$ cat src/rtl/mem_dump.sv
// Memory dump engine: reads a contiguous word region through the mem load port
// and streams it out over valid/ready with a running 32-bit checksum.
module mem_dump #(
    parameter int FIFO_DEPTH = 4
) (
    input  logic        clock,
    input  logic        reset,
    input  logic        io_start,
    input  logic [63:0] io_baseAddr,
    input  logic [15:0] io_wordCount,
    output logic        io_busy,
    output logic        io_done,
    output logic [63:0] io_mem_dataAddr,
    output logic        io_mem_writeEn,
    output logic [31:0] io_mem_writeData,
    output logic [2:0]  io_mem_func3,
    input  logic [31:0] io_mem_lsu_data,
    output logic        io_out_valid,
    input  logic        io_out_ready,
    output logic [31:0] io_out_data,
    output logic        io_out_last,
    output logic [31:0] io_checksum
);

    localparam int PW = $clog2(FIFO_DEPTH);

    typedef enum logic [1:0] {
        S_IDLE,
        S_READ,
        S_DRAIN,
        S_DONE
    } state_t;

    state_t state_q, state_d;

    logic [63:0] base_q, base_d;
    logic [63:0] addr_q, addr_d;
    logic [15:0] count_q, count_d;
    logic [15:0] idx_q, idx_d;
    logic [31:0] csum_q, csum_d;
    logic [PW:0] wr_ptr_q, wr_ptr_d;
    logic [PW:0] rd_ptr_q, rd_ptr_d;

    logic [31:0]           fifo_data_q [FIFO_DEPTH];
    logic [FIFO_DEPTH-1:0] fifo_last_q;

    logic [PW:0]  occ;
    logic         empty, full, pop, issue, final_rd, start_ok, drain_empty;
    logic [63:0]  rd_addr;

    // Pointers carry one extra wrap bit so full and empty are distinguishable.
    assign occ         = wr_ptr_q - rd_ptr_q;
    assign empty       = (occ == '0);
    assign full        = (occ == (PW+1)'(FIFO_DEPTH));
    assign pop         = !empty && io_out_ready;
    assign start_ok    = io_start && (state_q == S_IDLE);
    assign issue       = (state_q == S_READ) && (idx_q < count_q) && (!full || pop);
    assign final_rd    = issue && (idx_q == count_q - 16'd1);
    assign rd_addr     = base_q + {46'd0, idx_q, 2'b00};
    assign drain_empty = empty || ((occ == (PW+1)'(1)) && pop);

    always_comb begin
        state_d  = state_q;
        base_d   = base_q;
        count_d  = count_q;
        idx_d    = idx_q;
        addr_d   = addr_q;
        csum_d   = csum_q;
        wr_ptr_d = wr_ptr_q;
        rd_ptr_d = rd_ptr_q;

        case (state_q)
            S_IDLE: begin
                if (start_ok) begin
                    state_d = (io_wordCount == 16'd0) ? S_DONE : S_READ;
                end
            end
            S_READ: begin
                if (final_rd) begin
                    state_d = S_DRAIN;
                end
            end
            S_DRAIN: begin
                if (drain_empty) begin
                    state_d = S_DONE;
                end
            end
            S_DONE: begin
                state_d = S_IDLE;
            end
            default: state_d = S_IDLE;
        endcase

        if (issue) begin
            idx_d    = idx_q + 16'd1;
            addr_d   = rd_addr;
            wr_ptr_d = wr_ptr_q + (PW+1)'(1);
        end
        if (pop) begin
            rd_ptr_d = rd_ptr_q + (PW+1)'(1);
            csum_d   = csum_q + fifo_data_q[rd_ptr_q[PW-1:0]];
        end
        if (start_ok) begin
            base_d   = io_baseAddr & ~64'h3;
            count_d  = io_wordCount;
            idx_d    = '0;
            addr_d   = '0;
            csum_d   = '0;
            wr_ptr_d = '0;
            rd_ptr_d = '0;
        end
    end

    always_ff @(posedge clock or negedge reset) begin
        if (!reset) begin
            state_q  <= S_IDLE;
            base_q   <= '0;
            count_q  <= '0;
            idx_q    <= '0;
            addr_q   <= '0;
            csum_q   <= '0;
            wr_ptr_q <= '0;
            rd_ptr_q <= '0;
        end else begin
            state_q  <= state_d;
            base_q   <= base_d;
            count_q  <= count_d;
            idx_q    <= idx_d;
            addr_q   <= addr_d;
            csum_q   <= csum_d;
            wr_ptr_q <= wr_ptr_d;
            rd_ptr_q <= rd_ptr_d;
        end
    end

    // Storage is not reset; outputs are masked by empty so stale entries never leak.
    always_ff @(posedge clock) begin
        if (issue) begin
            fifo_data_q[wr_ptr_q[PW-1:0]] <= io_mem_lsu_data;
            fifo_last_q[wr_ptr_q[PW-1:0]] <= final_rd;
        end
    end

    assign io_busy          = (state_q == S_READ) || (state_q == S_DRAIN);
    assign io_done          = (state_q == S_DONE);
    assign io_mem_dataAddr  = (state_q == S_READ) ? (issue ? rd_addr : addr_q) : 64'd0;
    assign io_mem_writeEn   = 1'b0;
    assign io_mem_writeData = 32'd0;
    assign io_mem_func3     = 3'b010;
    assign io_out_valid     = !empty;
    assign io_out_data      = empty ? 32'd0 : fifo_data_q[rd_ptr_q[PW-1:0]];
    assign io_out_last      = !empty && fifo_last_q[rd_ptr_q[PW-1:0]];
    assign io_checksum      = csum_q;

endmodule

$ cat config.mk
export PLATFORM = sky130hd
export DESIGN_NAME = mem_dump
export DESIGN_NICKNAME = d
export VERILOG_FILES = /design/src/rtl/mem_dump.sv
export SDC_FILE = /design/constraint.sdc
export NUM_CORES = 1
export LEC_CHECK = 0
export CAP_MARGIN = 30
export CORE_MARGIN = 4
export CORE_UTILIZATION = 55
export DETAILED_ROUTE_END_ITERATION = 12
export PLACE_DENSITY = 0.81
export SYNTH_ARGS = -nofsm -noshare
export SYNTH_HDL_FRONTEND = slang
export SYNTH_SLANG_ARGS = --single-unit
export TNS_END_PERCENT = 50
$ cat constraint.sdc
create_clock -name clock -period 4.88 [get_ports clock]
set_clock_uncertainty 0.1 [all_clocks]
set_input_delay 0.488 -clock clock [delete_from_list [all_inputs] [get_ports clock]]
set_output_delay 0.488 -clock clock [all_outputs]
set_load 0.03 [all_outputs]
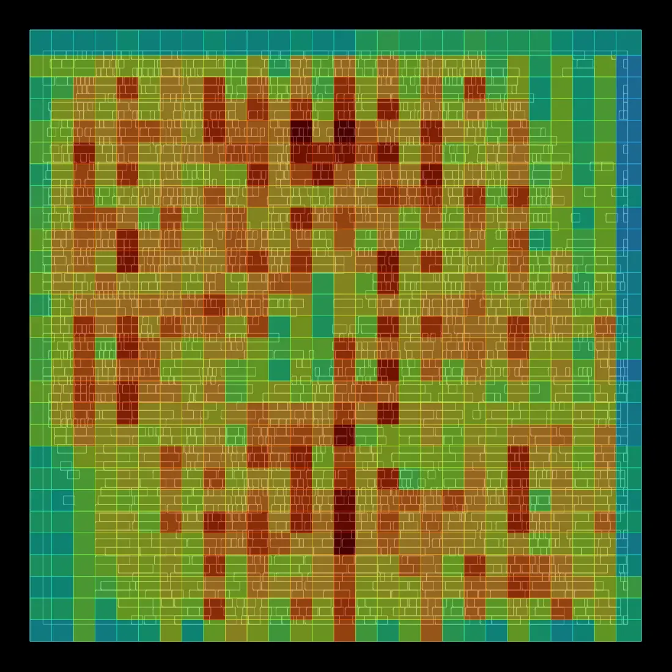
**Above:** run 1 (congestion heat map).
met1 usage in global routing: 37.8%
busiest layer in global routing: met2

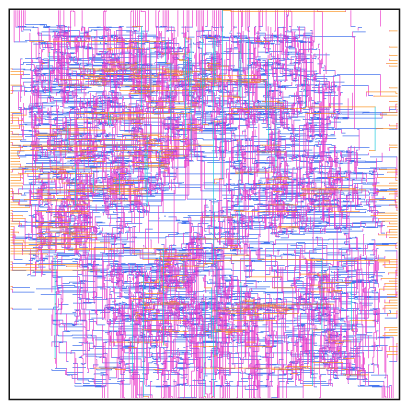
**Above:** run 1 (routed metal, one colour a layer).
(2 px per um)
legend:
  M2:
    colour: magenta
    wire_length: 24.9 mm
  M3:
    colour: orange
    wire_length: 4530 um
  M1:
    colour: blue
    wire_length: 22.4 mm
  M4:
    colour: cyan
    wire_length: 1440 um
Routed WL: 53.2 mm
Vias: 16300
average wire per standard cell: 20.2 um

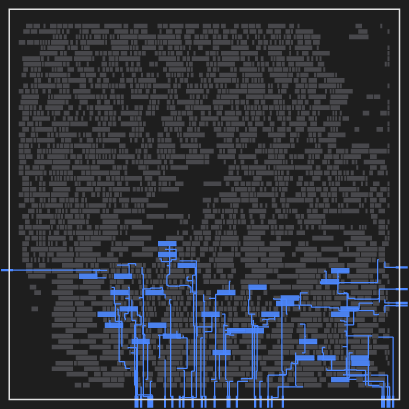
**Above:** run 1 (nets reached from selected ports).
(2 px per um)
legend:
  io_checksum:
    colour: blue
    bits: 32
    direction: output
    end_cells: 32
    buffers: 32
    wire: 1990 um
number of buffers inserted by port buffering: 245
number of I/O pins: 284

==> COMMIT_EDITMSG, run 1 <==
Update PnR metrics after Yosys + OpenROAD run

* Flip-flop and latch share of the layout cell area: 38.6%
- Via count of the first global-routing pass: 16000
- The layout report lists the combined flip-flop and latch area as 8920 um^2.
* Share of power burned in combinational logic: 57.3%
* Comb pwr: 10.1 mW
- Per the layout area report, the combinational fraction of cell area is 40.7%.
* Number of cells produced by synthesis: 1956
- Ratio of routed vias to standard cells: 6.19
- Per the OpenROAD floorplan log, the height of the die is 194 um.
* Share of final layout cell area taken by clock buffers and inverters: 5.50%
* YS warnings: 0
- The cell-mix breakdown from Yosys lists the adder-cell area share as 5.29%.
- Setup CP Type: flop to output port
- Post-Synthesis Mean Instance Area: 9.76 um^2
- Slowest Stage Delay on Critical Path: 680 ps
* Number of cells traversed by the worst register-to-register path: 11
- In the CTS report, the clock slew at the register clock pins of the worst setup and hold paths is listed as 60 ps.
- Simple-gate share of the synthesized area: 19.3%
- Sequential power for this build is 4.64 mW.
- After floorplanning, the core was divided into 67 placement rows.
* Family with the most delay on the worst path: buffers and inverters
- Routed met1 length: 22.4 mm
- Maximum number of pins on one net before global-route repair: 107
- Of the cells placed in the final design, the portion with a size suffix greater than 1 is 10.5%.
- For the pin with the worst max-slew slack, the measured transition is 807 ps.
* Final-layout fill cell count: 2559
- Run status: finished, final reports clean
- In this run the cell area of the synthesized design comes to 19100 um^2.
- Worst Hold Margin: 387 ps
* Total congestion overflow after global routing: 0
- Seq/Total Area, Yosys: 46.7%
- Biggest area consumer among synthesized cells: sky130_fd_sc_hd__dfrtp_1
- For reference, XOR and XNOR gates occupy 3.56% of the area reported after synthesis.
- For this run, design rule violations remaining after detail routing come to 0.
- The iteration count recorded for the first detailed-route pass is 6.
## Run 2: what changed since run 1
--- a/config.mk
+++ b/config.mk
@@ -8,6 +8,7 @@
 export CAP_MARGIN = 30
 export CORE_MARGIN = 4
 export CORE_UTILIZATION = 55
+export CTS_CLUSTER_DIAMETER = 120
 export DETAILED_ROUTE_END_ITERATION = 12
 export PLACE_DENSITY = 0.81
 export SYNTH_ARGS = -nofsm -noshare
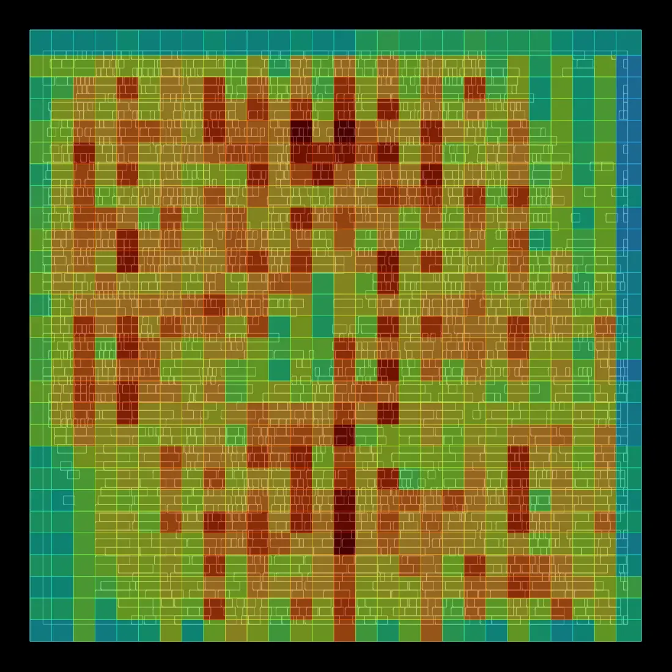
**Above:** run 2 (congestion heat map).
met3 global-route usage: 4.45%
Total Routing Usage GR: 27.0%
Final Util: 68.2%
met2 GRT Util: 43.8%

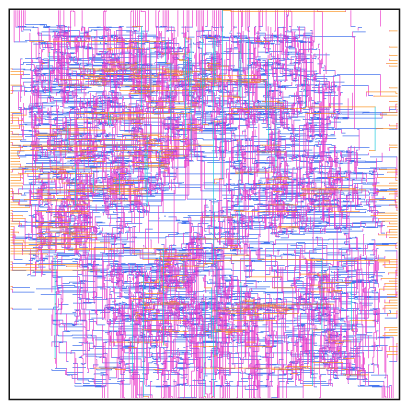
**Above:** run 2 (routed metal, one colour a layer).
(2 px per um)

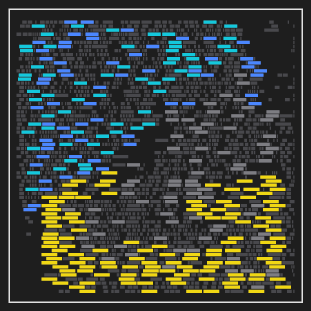
**Above:** run 2 (sequential cells coloured by netlist name).
(1.5 px per um) Other sequential cells in the stronger grey, the rest of the logic in the fainter grey.
legend:
  fifo_data_q:
    colour: yellow
    flops: 128
  addr_q:
    colour: cyan
    flops: 64
  base_q:
    colour: blue
    flops: 62
Seq. pwr: 4.64 mW
FF+latch area: 8920 um^2

==> run 2 against run 1 <==
Net effect: clock power about the same; total power unchanged; register-to-register slack about the same; synthesized cell count unchanged; count of clock-buffer cells in the layout unchanged; area after synthesis unchanged; setup slack unchanged; die area unchanged; sequential power about the same; combinational power about the same.
==> COMMIT_EDITMSG, run 2 <==
Update PnR metrics after Yosys + OpenROAD run

- The largest net degree at the start of global routing came to 107 (unchanged).
- The register with the most flip-flops in the layout has 128 of them.
* Family with the most delay on the worst path: buffers and inverters
* # DRC: 0 (unchanged)
- The post-synth design cell area is 19100 um^2 (unchanged).
- Ratio of routed vias to standard cells: 6.19 (unchanged)
* Die Height: 194 um (unchanged)
- The adder-cell area share of the yosys netlist is 5.29% (unchanged).
* YS warnings: 0 (unchanged)
- Share of power burned in combinational logic: 57.3% (about the same)
- Number of buffer and inverter stages on the critical path: 2
- The met1 track demand over resource is 37.8% (unchanged).
- Busiest layer in global routing: met2
- Comb pwr: 10.1 mW (about the same)
* Final-layout fill cell count: 2559 (unchanged)
* Average wire per standard cell: 20.2 um (unchanged)
* Transition time at the pin with the least slew margin: 807 ps (unchanged)
- Flip-flop and latch share of the layout cell area: 38.6% (unchanged)
* Slowest Stage Delay on Critical Path: 680 ps (about the same)
- The count of mapped cells out of synthesis was 1956 (unchanged).
* Simple-gate share of the synthesized area: 19.3% (unchanged)
* Clock insertion delay at the later pin of the skew report: 530 ps
* Via count of the first global-routing pass: 16000 (unchanged)
- Routed WL: 53.2 mm (unchanged)
* Total congestion overflow after global routing: 0 (unchanged)
- Run status: finished, final reports clean
* Multi-input logic portion of the cell area: 40.7% (unchanged)
* Clk pin slew, worst setup/hold paths: 60 ps (about the same)
- The iteration tally of the first detailed-router pass is 6 (unchanged).
* XOR-XNOR Cells, Area Fraction: 3.56% (unchanged)
- The number of I/O pins came to 284 (unchanged).
- The total number of vias was 16300 (unchanged).
- The register share after synthesis was 46.7% (unchanged).
Power and IR drop assume default switching activity.
